## src/rtl/reg_bus_master.sv

```systemverilog
// Single-outstanding command bridge from a valid/ready request/response pair to a
// strobe-based register bus, with read timeout and stray read-valid accounting.
module reg_bus_master #(
  parameter int unsigned TIMEOUT_CYC = 8
) (
  input  logic        s_clk,
  input  logic        poweron_rst,
  input  logic        req_valid,
  output logic        req_ready,
  input  logic        req_write,
  input  logic [3:0]  req_addr,
  input  logic [15:0] req_wdata,
  output logic        rsp_valid,
  input  logic        rsp_ready,
  output logic [15:0] rsp_data,
  output logic        rsp_err,
  output logic [3:0]  s_addr,
  output logic [15:0] s_wr_data,
  output logic        s_wr_en,
  output logic        s_rd_en,
  input  logic [15:0] s_rd_data,
  input  logic        s_rd_data_valid,
  output logic [7:0]  stray_cnt,
  output logic        busy
);

  typedef enum logic [2:0] {
    IDLE,
    WRITE,
    READ,
    WAIT_RD,
    RESP
  } state_t;

  // Last counter value still inside the read window; reaching it without valid times out.
  localparam logic [7:0] CNT_LAST = 8'(TIMEOUT_CYC - 1);

  state_t      state;
  state_t      state_nxt;
  logic [7:0]  cnt;
  logic [7:0]  cnt_nxt;
  logic        accept;

  logic        req_ready_nxt;
  logic        busy_nxt;
  logic [3:0]  s_addr_nxt;
  logic [15:0] s_wr_data_nxt;
  logic        s_wr_en_nxt;
  logic        s_rd_en_nxt;
  logic        rsp_valid_nxt;
  logic [15:0] rsp_data_nxt;
  logic        rsp_err_nxt;
  logic [7:0]  stray_cnt_nxt;

  // req_ready is only ever high in IDLE, so it alone qualifies acceptance.
  assign accept = req_valid && req_ready;

  always_ff @(posedge s_clk) begin
    if (poweron_rst) begin
      state <= IDLE;
    end else begin
      state <= state_nxt;
    end
  end

  always_comb begin
    state_nxt = state;
    unique case (state)
      IDLE:    if (accept) state_nxt = req_write ? WRITE : READ;
      WRITE:   state_nxt = RESP;
      READ:    state_nxt = WAIT_RD;
      WAIT_RD: if (s_rd_data_valid || (cnt == CNT_LAST)) state_nxt = RESP;
      RESP:    if (rsp_ready) state_nxt = IDLE;
      default: state_nxt = IDLE;
    endcase
  end

  // Next values for every registered output; strobes and handshakes are
  // computed one cycle early so they appear exactly in the owning state.
  always_comb begin
    req_ready_nxt = (state_nxt == IDLE);
    busy_nxt      = (state_nxt != IDLE);
    rsp_valid_nxt = (state_nxt == RESP);
    s_addr_nxt    = s_addr;
    s_wr_data_nxt = s_wr_data;
    s_wr_en_nxt   = 1'b0;
    s_rd_en_nxt   = 1'b0;
    rsp_data_nxt  = rsp_data;
    rsp_err_nxt   = rsp_err;
    cnt_nxt       = cnt;
    stray_cnt_nxt = stray_cnt;

    if (s_rd_data_valid && (state != WAIT_RD) && (stray_cnt != 8'hFF)) begin
      stray_cnt_nxt = stray_cnt + 8'd1;
    end

    unique case (state)
      IDLE: begin
        if (accept) begin
          s_addr_nxt = req_addr;
          if (req_write) begin
            s_wr_data_nxt = req_wdata;
            s_wr_en_nxt   = 1'b1;
          end else begin
            s_rd_en_nxt   = 1'b1;
          end
        end
      end
      WRITE: begin
        rsp_data_nxt = '0;
        rsp_err_nxt  = 1'b0;
      end
      READ: begin
        cnt_nxt = '0;
      end
      WAIT_RD: begin
        if (s_rd_data_valid) begin
          rsp_data_nxt = s_rd_data;
          rsp_err_nxt  = 1'b0;
        end else if (cnt == CNT_LAST) begin
          rsp_data_nxt = '0;
          rsp_err_nxt  = 1'b1;
        end else begin
          cnt_nxt = cnt + 8'd1;
        end
      end
      RESP: begin
      end
      default: begin
      end
    endcase
  end

  always_ff @(posedge s_clk) begin
    if (poweron_rst) begin
      req_ready <= 1'b0;
      busy      <= 1'b0;
      s_addr    <= '0;
      s_wr_data <= '0;
      s_wr_en   <= 1'b0;
      s_rd_en   <= 1'b0;
      rsp_valid <= 1'b0;
      rsp_data  <= '0;
      rsp_err   <= 1'b0;
      cnt       <= '0;
      stray_cnt <= '0;
    end else begin
      req_ready <= req_ready_nxt;
      busy      <= busy_nxt;
      s_addr    <= s_addr_nxt;
      s_wr_data <= s_wr_data_nxt;
      s_wr_en   <= s_wr_en_nxt;
      s_rd_en   <= s_rd_en_nxt;
      rsp_valid <= rsp_valid_nxt;
      rsp_data  <= rsp_data_nxt;
      rsp_err   <= rsp_err_nxt;
      cnt       <= cnt_nxt;
      stray_cnt <= stray_cnt_nxt;
    end
  end

endmodule

```

## config.mk

```make
export PLATFORM = sky130hd
export DESIGN_NAME = reg_bus_master
export DESIGN_NICKNAME = d
export VERILOG_FILES = /design/src/rtl/reg_bus_master.sv
export SDC_FILE = /design/constraint.sdc
export NUM_CORES = 1
export LEC_CHECK = 0
export CORE_MARGIN = 5
export CORE_UTILIZATION = 43
export DETAILED_ROUTE_END_ITERATION = 16
export PLACE_DENSITY = 0.86
export SYNTH_ARGS = -nofsm -noshare
export SYNTH_HDL_FRONTEND = slang
export SYNTH_SLANG_ARGS = --single-unit
```

## constraint.sdc

```tcl
create_clock -name s_clk -period 2 [get_ports s_clk]
set_input_delay 0.4 -clock s_clk [delete_from_list [all_inputs] [get_ports s_clk]]
set_output_delay 0.4 -clock s_clk [all_outputs]
set_load 0.02 [all_outputs]
```

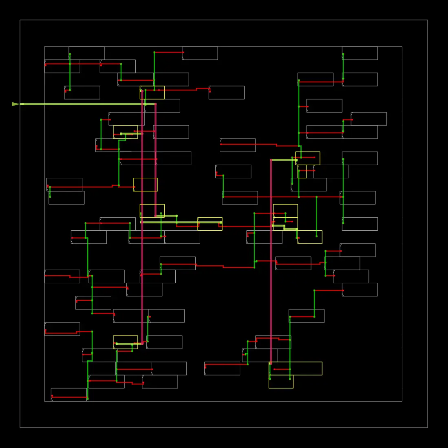
(run_1/clock_nets.png)
Seq cells: 61
Num Clock Sinks: 61
CLK BUF: 11
Setup Skew: 0.00476 ns

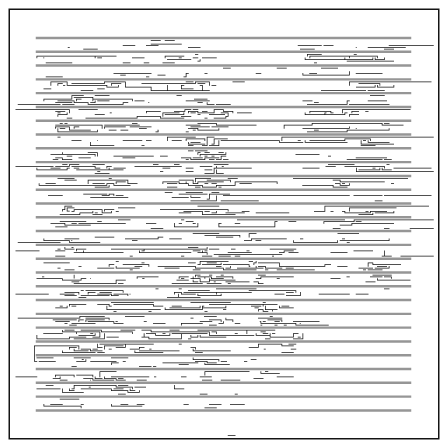
(run_1/m1.png)
Supply wires on this layer in grey.
- share of all routed wire: 42%
- main direction: horizontal

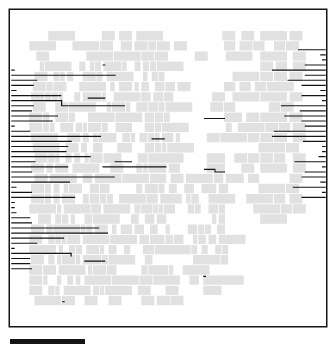
(run_1/m3.png)
Bar = 20 um.
- longest straight run: 27.6 um
- wire length on this layer: 640 um
- share of all routed wire: 10%
- nets with wire on the layer: 72
- main direction: horizontal

==> summary.txt, run 1 <==
Status: completed
Internal: 2050 uW
Hold path depth: 2
Synthesis-to-layout area growth: 51.8%
Seq/total area: 0.338
Critical path start-end classification: register to register
Worst path bufs/invs: 0
Sw Ratio: 0.234
Most numerous logic cell after layout: clkdlybuf4s50_1
Crit-path slowest cell: a21oi_2
Fin crit share: 0.936
Cell count after synthesis: 253
Mi-comb count: 172
Synthesized cell area: 0.00238 mm2
Final min period: 1.87 ns
Top power group: registers
Hold path start: s_wr_data[8]$_SDFFE_PP0P_
Crit path from: cnt[0]$_SDFFE_PP0P_
Bufs w/o clock: 105
Post-CTS Setup Inserts: 0
Clk root buf: clkbuf_8
M1 wire length: 2.65 mm
Final setup TNS: 0 ns
DP Area: 0.00342 mm2
Sequential share of the synthesized area: 0.513
R2R depth: 5
Power per Cell Area: 739 mW/mm2
Signal buffers share of area: 0.281
Initial antenna violation count: 0
Fillers: 429
Final setup viols: 0
Final Hold Vio Count: 0
Initial DRC count: 86
Die X: 84.4 um
Total combinational power: 343 uW
Crit path to: rsp_data[0]$_SDFFE_PP0P_
P_sw: 624 uW
Clk latency late pin: 0.33 ns
Cell class with the largest area share: sequential cells
DRC Markers: 0
Worst r2r src: cnt[0]$_SDFFE_PP0P_
Inverters: 6
Final Core Density: 0.664
CP required: 2.27 ns
Post-DR wirelength/cell: 14.6 um
Routed length on met2: 2.84 mm
Netlist cell types: 41
Placeable Area: 0.00544 mm2
Met3 WL post-DR: 639 um
Worst-path cell chain: ha_1 > nand2_1 > o311ai_4 > a21oi_2 > a22o_1
Floorplan Nets: 297
Yosys warnings: 0
Post-CTS Resized: 1
## run 1: synthesized netlist by cell type (all sizes together)
library cell	instances	area share
o311ai	3	0.029
mux2	1	0.0047
or4	6	0.021
o21bai	2	0.0063
o31ai	3	0.0095
buf	4	0.013
o21ai	6	0.013
a22o	16	0.059
xnor2	1	0.0037
nor2b	1	0.0026
or4b	1	0.0042
nor4b	2	0.0074
and2	1	0.0026
dfxtp	61	0.51
o211ai	1	0.0032
nor4	1	0.0026
nand4	3	0.0079
nand2	32	0.050
nand2b	4	0.011
ha	2	0.011
and2b	3	0.0095
inv	6	0.0095
o2111ai	3	0.011
xor2	1	0.0037
nand3	21	0.044
or3	6	0.016
a21oi	37	0.079
nor2	6	0.0095
and3	1	0.0026
nor3	4	0.0084
clkbuf	10	0.016
mux2i	1	0.0042
a221oi	1	0.0063
a41oi	1	0.0037
nand3b	1	0.0032
## run 1: metal layers
| layer | vias up | global-route usage |
|---|---|---|
| li1 | 1124 | - |
| met1 | 1038 | 0.203 |
| met2 | 81 | 0.293 |
| met3 | 11 | 0.0834 |
| met4 | 0 | 0.0820 |
| met5 | - | 0 |
## run 1: worst register-to-register path: cells and delay by family, from the launching register on
family	cells	cell delay, ns
simple gates	1	0.24
fa+ha+maj	1	0.26
compound gates	3	0.98
flops	1	0.34
## run 1: kinds of logic (layout without fill, tap and decap cells)
group	Yosys count	after routing	share of synthesized area
adders and majority gates	2	2	0.0105
muxes	2	2	0.00894
DFF	61	61	0.513
xor gates and xnor gates	2	2	0.00736
AOI/OAI and AO/OA	73	73	0.220
and+or+nand+nor	93	93	0.202
buffers and inverters	20	124	0.0384
## run 1: stage by stage
stage                     instances  hold slack, ns
after global routing            429           0.472
final                           429           0.454
after CTS                       429           0.455
after detailed placement        416           0.447
after floorplan                 253           0.444
after global placement          416           0.440
==> run 2: changes to the inputs <==
--- a/config.mk
+++ b/config.mk
@@ -11,2 +11,3 @@
 export PLACE_DENSITY = 0.86
+export REMOVE_ABC_BUFFERS = 1
 export SYNTH_ARGS = -nofsm -noshare
==> constraint.sdc (replaced) <==
create_clock -name s_clk -period 2 [get_ports s_clk]
set_input_delay 0.2 -clock s_clk [delete_from_list [all_inputs] [get_ports s_clk]]
set_output_delay 0.2 -clock s_clk [all_outputs]
set_load 0.02 [all_outputs]
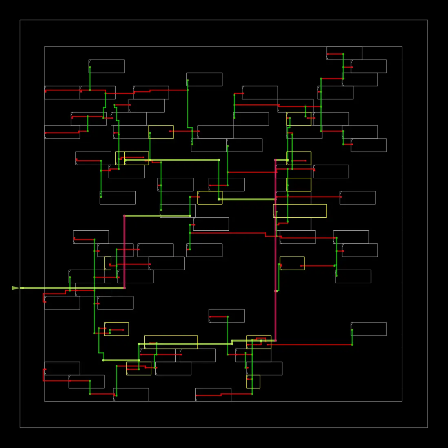
(run_2/clock_nets.png)
total CTS buffers: 9
clk latency late pin: 0.33 ns
Clk power: 1180 uW

==> run 2 against run 1 <==
Clock skew grew 0.0028 ns. Synthesized area stayed put. Design area up 0.49%. Sequential share of layout area down 0.16 points. Critical path depth is the same. Combinational power rose by 1%. Power grew 5.2%. Sequential power about the same. Count of clock-buffer cells in the layout is the same.
==> summary.txt, run 2 <==
Status: completed
Clk root buf: clkbuf_8
Asr flop ratio synth: 0 (unchanged)
Max Root-Sink Buffers: 2
Hold path depth: 3 (+1)
Top area cell types: dfxtp_1 (51%), a21oi_1 (7.6%), a22o_1 (5.9%)
Fin crit share: 0.939 (+0.00220)
R2R depth: 5 (unchanged)
P_sw: 652 uW (+4.6%)
Drt total wl: 6.30 mm
Sw Ratio: 0.232 (-0.00122)
Vias in the first global route: 2144
Critical Path Start Type: register
H-tree depth: 3
Mapped Avg Cell Area: 9.41 um2
Power per Cell Area: 774 mW/mm2 (+4.6%)
Worst slew pin tran: 0.733 ns
Final Hold Vio Count: 0 (unchanged)
Compound Share, Synth: 0.220 (unchanged)
Inst Count DP: 413 (-0.72%)
Non-Filler Instances: 428 (-0.23%)
Yosys warnings: 0 (unchanged)
DRT antenna net count: 0
Top logic family: AND-OR/OR-AND gates
Dominant register cell: dfxtp_1
Sequential share of the synthesized area: 0.513 (unchanged)
Hold path start: req_addr[1]
Crit path from: cnt[0]$_SDFFE_PP0P_
Comb pwr share: 0.124
Post-DR wirelength/cell: 14.7 um (+0.79%)
Post-CTS Setup Inserts: 0 (unchanged)
Init Core Util: 0.438
Most numerous logic cell after layout: clkdlybuf4s50_1
Final setup viols: 0 (unchanged)
Worst slew margin: 0.511
TritonCTS clock tree: yes
XORs/XNORs by Area: 0.00736 (unchanged)
CP required: 2.27 ns (about the same)
Synth area leader: dfxtp_1
Crit-path max FO: 16
# nets final: 396
Setup Skew: 0.00760 ns (+0.00283 ns)
Synthesized cell area: 0.00238 mm2 (unchanged)
Mux area share: 0.00894 (unchanged)
Hold Path Sink: s_addr[1]$_SDFFE_PP0P_
YS chip area: 0.00238 mm2
Critical path start-end classification: register to register
Internal: 2160 uW (+5.3%)
Worst r2r src: cnt[0]$_SDFFE_PP0P_
Largest registers: rsp_data (16), s_wr_data (16)
Antenna cell count: 0
Num Clock Sinks: 61 (unchanged)
Crit. End Element: register
Fillers: 423 (-1.4%)
Sequential share of power: 0.455
Die X: 84.4 um (unchanged)
Final min period: 1.88 ns (+0.00440 ns)
Synthesis-to-layout area growth: 52.5%
Initial DRC count: 117 (+36%)
Post-synth EDFFs: 0 (unchanged)
Adder Share, Synth: 0.0105 (unchanged)
Synth top cells by count: dfxtp_1 (61), a21oi_1 (36), nand2_1 (32)
Cell count after synthesis: 253 (unchanged)
All-Layer GR Usage: 0.179
Worst Hold Slack: 0.409 ns (-0.0454 ns)
Basic Gates by Area: 0.202 (unchanged)
Initial antenna violation count: 0 (unchanged)
Max-area cell share: 0.513 (unchanged)
Max Clk Rate: 533 MHz
Placeable Area: 0.00544 mm2 (unchanged)
Netlist cell types: 41 (unchanged)
Crit path to: rsp_data[14]$_SDFFE_PP0P_
Critical Path AT: 2.15 ns
Die height: 84.4 um
DRC Markers: 0 (unchanged)
Buffers added on ports: 91
Most numerous cell in the Yosys netlist: dfxtp_1
==> run 2: power by group through the flow <==
stage          registers (uW)  clock network [uW]  logic, uW
6_report                 1280                1180        347
3_3_place_gp             1300                   0        342
4_1_cts                  1280                1210        348
5_1_grt                  1280                1280        375
2_1_floorplan            1340                   0       95.2
3_5_place_dp             1300                   0        346
==> run 2: per-layer routing <==
metal  GRT usage  vias up  share of wire
li1            -     1121              -
met1       0.220     1063           0.42
met2       0.280      108           0.46
met3      0.0824       14           0.10
met4      0.0532        0          0.020
met5           0        -              0
==> run 2: worst max-delay path, cell delays in order (launching register included) <==
cell	delay [ns]
dfxtp_1	0.34
ha_1	0.26
nand2_1	0.25
o311ai_4	0.11
a21oi_2	0.60
a22o_1	0.26
==> run 2: layout make-up <==
| type | count | area share |
|---|---|---|
| clock buffer | 11 | 0.0390 |
| timing repair buffer | 102 | 0.277 |
| clock inverter | 4 | 0.0200 |
| inverter | 6 | 0.00620 |
| tap | 72 | 0.0248 |
| sequential | 61 | 0.336 |
| multi-input combinational | 172 | 0.296 |
==> run 2: through the flow <==
| stage | worst slack [ns] | utilization | setup TNS [ns] | cell area [um2] |
|---|---|---|---|---|
| floorplan | 0.131 | - | 0 | 2310 |
| global placement | 0.0711 | 0.627 | 0 | 3410 |
| detailed placement | -0.0106 | 0.627 | -0.0572 | 3410 |
| CTS | 0.00617 | 0.667 | 0 | 3630 |
| global route | 0.00243 | 0.667 | 0 | 3630 |
| finish | 0.123 | 0.667 | 0 | 3630 |
==> run 2: repair_timing <==
action,CTS,global route
hold buffers,0,0
gates resized,0,1
endpoints found under the setup margin,0,17
No activity file was given, so power comes from the tool's default toggle rates.
